<file path="src/rtl/div_issue_ctrl.sv">
// Execute-stage issue controller for the iterative divider; owns HI/LO.
// Issues DIV/DIVU, stalls EX until completion, drains cancelled divisions.
module div_issue_ctrl (
    input  logic        clk,
    input  logic        resetn,
    input  logic        ex_valid,
    input  logic [2:0]  ex_op,
    input  logic [31:0] ex_rs_value,
    input  logic [31:0] ex_rt_value,
    input  logic        ex_flush,
    output logic        ex_stall,
    output logic        div_en,
    output logic        div_signed,
    output logic [31:0] dividend,
    output logic [31:0] divisor,
    input  logic        div_busy,
    input  logic        div_complete,
    input  logic [31:0] quotient,
    input  logic [31:0] remainder,
    output logic [31:0] hi,
    output logic [31:0] lo
);

    localparam logic [2:0] OP_DIV  = 3'b001;
    localparam logic [2:0] OP_DIVU = 3'b010;
    localparam logic [2:0] OP_MTHI = 3'b011;
    localparam logic [2:0] OP_MTLO = 3'b100;

    typedef enum logic [1:0] {
        S_IDLE,
        S_WAIT,
        S_DRAIN
    } state_t;

    state_t state, state_nxt;
    logic   is_div;
    logic   issue;
    logic   commit;
    logic   mt_ok;
    logic   wr_mthi;
    logic   wr_mtlo;

    assign is_div = ex_valid & ((ex_op == OP_DIV) | (ex_op == OP_DIVU));

    always_comb begin
        state_nxt = state;
        ex_stall  = 1'b0;
        issue     = 1'b0;
        commit    = 1'b0;
        case (state)
            S_IDLE: begin
                // A busy divider (e.g. still finishing a drained op) holds the issue.
                if (is_div & ~ex_flush) begin
                    ex_stall = 1'b1;
                    if (~div_busy) begin
                        issue     = 1'b1;
                        state_nxt = S_WAIT;
                    end
                end
            end
            S_WAIT: begin
                ex_stall = ~(div_complete | ex_flush);
                if (ex_flush)
                    state_nxt = div_complete ? S_IDLE : S_DRAIN;
                else if (div_complete) begin
                    commit    = 1'b1;
                    state_nxt = S_IDLE;
                end
            end
            S_DRAIN: begin
                ex_stall = is_div & ~ex_flush;
                if (div_complete)
                    state_nxt = S_IDLE;
            end
            default: state_nxt = S_IDLE;
        endcase
        if (!resetn)
            ex_stall = 1'b0;
    end

    assign mt_ok   = ex_valid & ~ex_flush & ~ex_stall;
    assign wr_mthi = mt_ok & (ex_op == OP_MTHI);
    assign wr_mtlo = mt_ok & (ex_op == OP_MTLO);

    always_ff @(posedge clk) begin
        if (!resetn) begin
            state      <= S_IDLE;
            div_en     <= 1'b0;
            div_signed <= 1'b0;
            dividend   <= '0;
            divisor    <= '0;
            hi         <= '0;
            lo         <= '0;
        end else begin
            state  <= state_nxt;
            div_en <= issue;
            // Operands stay put after issue so the divider may sample them late.
            if (issue) begin
                dividend   <= ex_rs_value;
                divisor    <= ex_rt_value;
                div_signed <= (ex_op == OP_DIV);
            end
            if (commit) begin
                lo <= quotient;
                hi <= remainder;
            end else begin
                if (wr_mthi) hi <= ex_rs_value;
                if (wr_mtlo) lo <= ex_rs_value;
            end
        end
    end

endmodule

</file>
<file path="config.mk">
export PLATFORM = sky130hd
export DESIGN_NAME = div_issue_ctrl
export DESIGN_NICKNAME = d
export VERILOG_FILES = /design/src/rtl/div_issue_ctrl.sv
export SDC_FILE = /design/constraint.sdc
export NUM_CORES = 1
export LEC_CHECK = 0
export ABC_AREA = 1
export CAP_MARGIN = 20
export CORE_MARGIN = 2
export CORE_UTILIZATION = 29
export DETAILED_ROUTE_END_ITERATION = 8
export PLACE_DENSITY = 0.63
export SETUP_SLACK_MARGIN = 0.4
export SLEW_MARGIN = 0
export SYNTH_ARGS = -nofsm -noshare
export SYNTH_HDL_FRONTEND = slang
export SYNTH_SLANG_ARGS = --single-unit
export TNS_END_PERCENT = 10
</file>
<file path="constraint.sdc">
create_clock -name clk -period 3.8 [get_ports clk]
set_clock_uncertainty 0.2 [all_clocks]
set_input_delay 0.76 -clock clk [delete_from_list [all_inputs] [get_ports clk]]
set_output_delay 0.76 -clock clk [all_outputs]
set_load 0.01 [all_outputs]
</file>
Fig. 1: I/O pins on the die edge
Pins as bars across the die edge, other pins in grey.
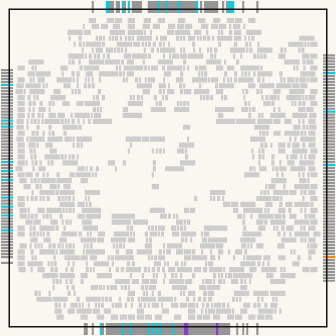
Key: cyan = `remainder` [pins 32, direction input, edge 11 top, 10 left, 8 bottom, 3 right]; orange = `div_en` [pins 1, direction output, edge right]; purple = `ex_op` [pins 3, direction input, edge bottom]
Die Wd: 145 um
die height: 145 um
IO buf count: 267

Fig. 2: wiring by layer
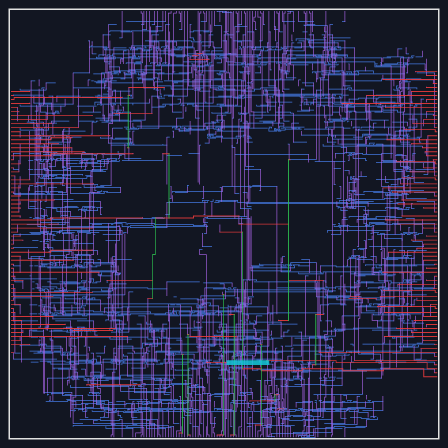
Key: red = met3 [wire length 1740 um]; green = met4 [wire length 364 um]; purple = met2 [wire length 8570 um]; cyan = met5 [wire length 12.9 um]; blue = met1 [wire length 8460 um]

Fig. 3: the clock network
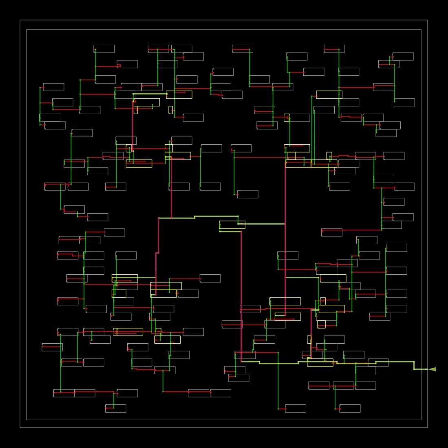
Late-Pin Clk Latency: 0.41 ns
Clock Buffer Count: 22
clock group power: 1.58 mW
flop count: 132

Fig. 4: register map, names as in the netlist
Other sequential cells in the stronger grey, the rest of the logic in the fainter grey.
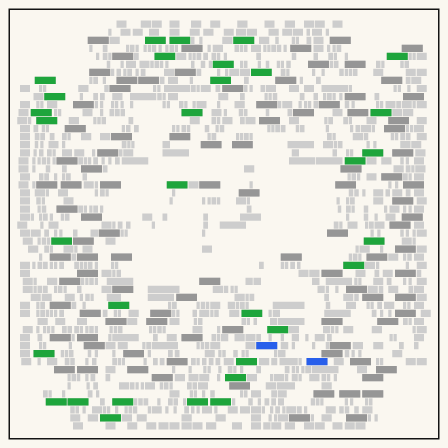
Key: green = `dividend` [sequential cells 32, where spread over the die]; blue = `state` [sequential cells 2]
Another 98 sequential cells are not coloured.

Fig. 5: logic cells by family
The bar under the picture is 50 um long.
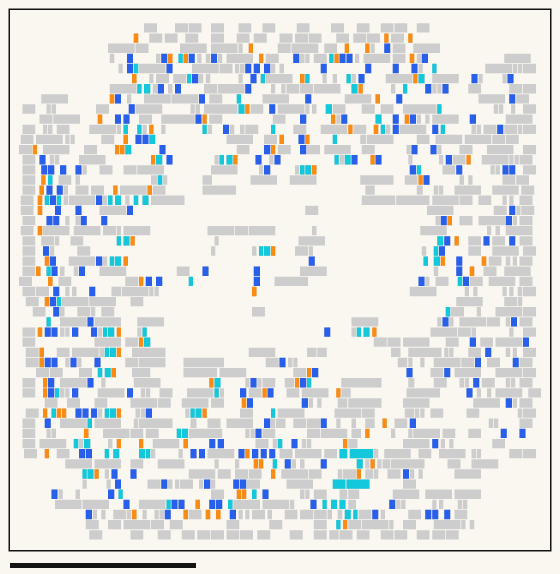
Key: blue = inverting AOI/OAI gates [cells 194, most used o21ai_0, where spread over the die]; cyan = NAND gates [cells 107, most used nand2_1]; orange = inverters [cells 103, most used inv_1, where spread over the die]

==> results.ini <==
[global_routing]
grt_overflow_total = 0
antenna_found_initial = 1
grt_pass1_wl_mm = 28.8
track_usage_pct = 17.9
grt_start_max_net_pins = 78
grt_pass1_vias = 5410

[power_and_ir_drop]
power.internal_mw = 2.63
combPwrFrac_pct = 11.7
pwr_density_cell_nw_per_um2 = 377
peakVddDrop_v = 0.000267
p_sw_share_pct = 23.0
p_leak_nw = 3.88
seqPwrFrac_pct = 42.1
clkPwrFrac_pct = 46.2
p_sw_mw = 0.787

[clock_tree]
cts-resized-gates = 0
cts.htree.levels = 4
clock-root-buffer = clkbuf_16
path_clk_slew_ns = 0.06
cts_tree = built
postCtsSetupBuffers = 0
clock_path_buffers = 2
ctsHoldBuffers = 0
cts_made_buffers = 17
cts_sinks = 132

[worst_setup_path]
path_cells = clkdlybuf4s50_1 > inv_2 > nand2_1 > nor2_2 > nand3_1 > nand2_1 > clkdlybuf4s50_1
crit_buf_inv = 3
endpoint_kind = primary output
crit_type = in2out
crit_family = buffers and inverters
crit_slowest_cell = clkdlybuf4s50_1
cp-start-kind = primary input
cp_num_cells = 7
ff2ff_path_depth = 8
timing.rr.start = state[0]
path_max_fanout = 5
crit_required_ns = 2.84
startpoint = ex_flush
slowest_delay_ns = 0.54
arrival_ns = 2.24

[cells_and_area]
fill_cells = 1970
final_cells = 1352
n_antenna_cell = 0
postLayoutCellArea_um2 = 9070
area_delta_synth_final_pct = 57.5
final_cell_mix = clkdlybuf4s50_1 (266), nor2_1 (234), o21ai_0 (143), dfxtp_1 (132), inv_1 (97)
utilization_pct = 46.6
final_nets = 1211
lay_top_count = clkdlybuf4s50_1
drive_gt1_share_pct = 4.97

[logic_synthesis]
avgSynthCellArea_um2 = 6.91
ys_ff = 132
synth.distinct_cells = 20
synth-seq-area-share_pct = 45.9
synth.cell_area_um2 = 5760
fp_nets = 970
ys_cells = 833
synth_cells = 833
yosys-stat-area_um2 = 5760
ys_warn_count = 0

[hold_path]
worstHoldStart = divisor[10]
hold_depth = 2
min_path_type = reg2reg

[floorplanning]
dieArea_um2 = 21000
core_area_um2 = 19500
fp_util_pct = 29.6
io_pins = 268
row_count = 51

[detailed_routing]
drt_iter0_drc = 278
drt-vias-per-instance = 4.39
drc_errors = 0
wl_mm = 19.2
ant_nets = 0
drt_first_pass_iters = 4
wl_per_cell_um = 14.2
num_vias = 5935

[timing]
rsz0062_at_grt = false
finalHoldViolCount = 0
setup_tns_ns = 0
slew_violations = 0
tightest_slew_ns = 0.754
slew_headroom_pct = 49.6
setup_violations = 0
period_used_pct = 84.2
max_freq_mhz = 312
final.min_clock_period_ns = 3.20

[placed_design]
gp_congestion = 0.828
dpl_cell_area_um2 = 8510
place_inst = 1320
hpwlAfterDp_mm = 13.2

[outcome]
status = complete, no violations

[run]
maxCapViolCount = 0
tool_warnings = 26

-- Yosys cell counts (all sizes together) --
| cell | instances | area share [%] |
|---|---|---|
| nand2 | 68 | 4.5 |
| nor2 | 236 | 15 |
| buf | 28 | 4.4 |
| nand3 | 39 | 3.8 |
| clkbuf | 29 | 1.9 |
| a21oi | 32 | 2.8 |
| nor2b | 1 | 0.11 |
| nor3b | 1 | 0.13 |
| inv | 103 | 6.7 |
| and2 | 1 | 0.15 |
| dfxtp | 132 | 46 |
| nor4 | 1 | 0.11 |
| o21ai | 162 | 14 |
-- path summary, 6_finish.rpt --
| path | to | slack, ns |
|---|---|---|
| worst max-delay path | ex_stall | 0.60 |
| worst min-delay path | divisor[10] | 0.28 |
| worst max register to register | lo[4] | 1.73 |
| worst min register to register | divisor[10] | 0.28 |
-- power by group through the flow --
stage	registers (mW)	logic [mW]	clock network [mW]
after CTS	1.44	0.404	1.63
after floorplan	1.48	0.135	0
final	1.44	0.399	1.58
after global placement	1.47	0.400	0
after detailed placement	1.47	0.401	0
after global routing	1.44	0.441	1.69
-- registers in the layout, indices dropped and copies added, names as in the netlist --
register    flops
lo             32
dividend       32
div_signed      1
hi             32
divisor        32
div_en          1
state           2
-- layout make-up --
| type | instances | area (um2) | share of cell area [%] |
|---|---|---|---|
| Timing Repair Buffer | 279 | 2770 | 30.6 |
| Inverter | 103 | 387 | 4.26 |
| Sequential cell | 132 | 2640 | 29.1 |
| Multi-Input combinational cell | 541 | 2370 | 26.2 |
| Clock inverter | 10 | 108 | 1.19 |
| Clock buffer | 22 | 454 | 5.01 |
| Tap cell | 265 | 332 | 3.66 |
-- layer usage --
metal | part of all wire, % | global-route usage [%] | vias to the layer above
met5 | 0.063 | 0 | -
met2 | 45 | 28.9 | 188
met3 | 9.1 | 7.01 | 29
met4 | 1.9 | 6.95 | 2
met1 | 44 | 21.4 | 2628
li1 | - | - | 3088
-- cell families after synthesis --
family                 after synthesis  synth area share (%)
flip-flops                         132                  45.9
AND/OR/NAND/NOR                    347                  24.2
AND-OR/OR-AND                      194                  16.9
buffers and inverters              160                  13.0
-- worst reg2reg max path: cells and delay by family (launching register included) --
kind,cells,cell delay [ns]
buffers and inverters,2,0.43
DFF,1,0.38
and+or+nand+nor,4,0.65
AOI/OAI and AO/OA,2,0.30
-- per-stage QoR --
stage                     hold slack, ns  worst slack, ns  total power [mW]
after floorplan                    0.310             1.63              1.62
after global placement             0.262            0.569              1.87
after detailed placement           0.270            0.580              1.87
after CTS                          0.284            0.580              3.47
after global routing               0.294            0.510              3.58
final                              0.278            0.600              3.42
Power figures rest on the tool's default switching activity, not on a simulated workload.
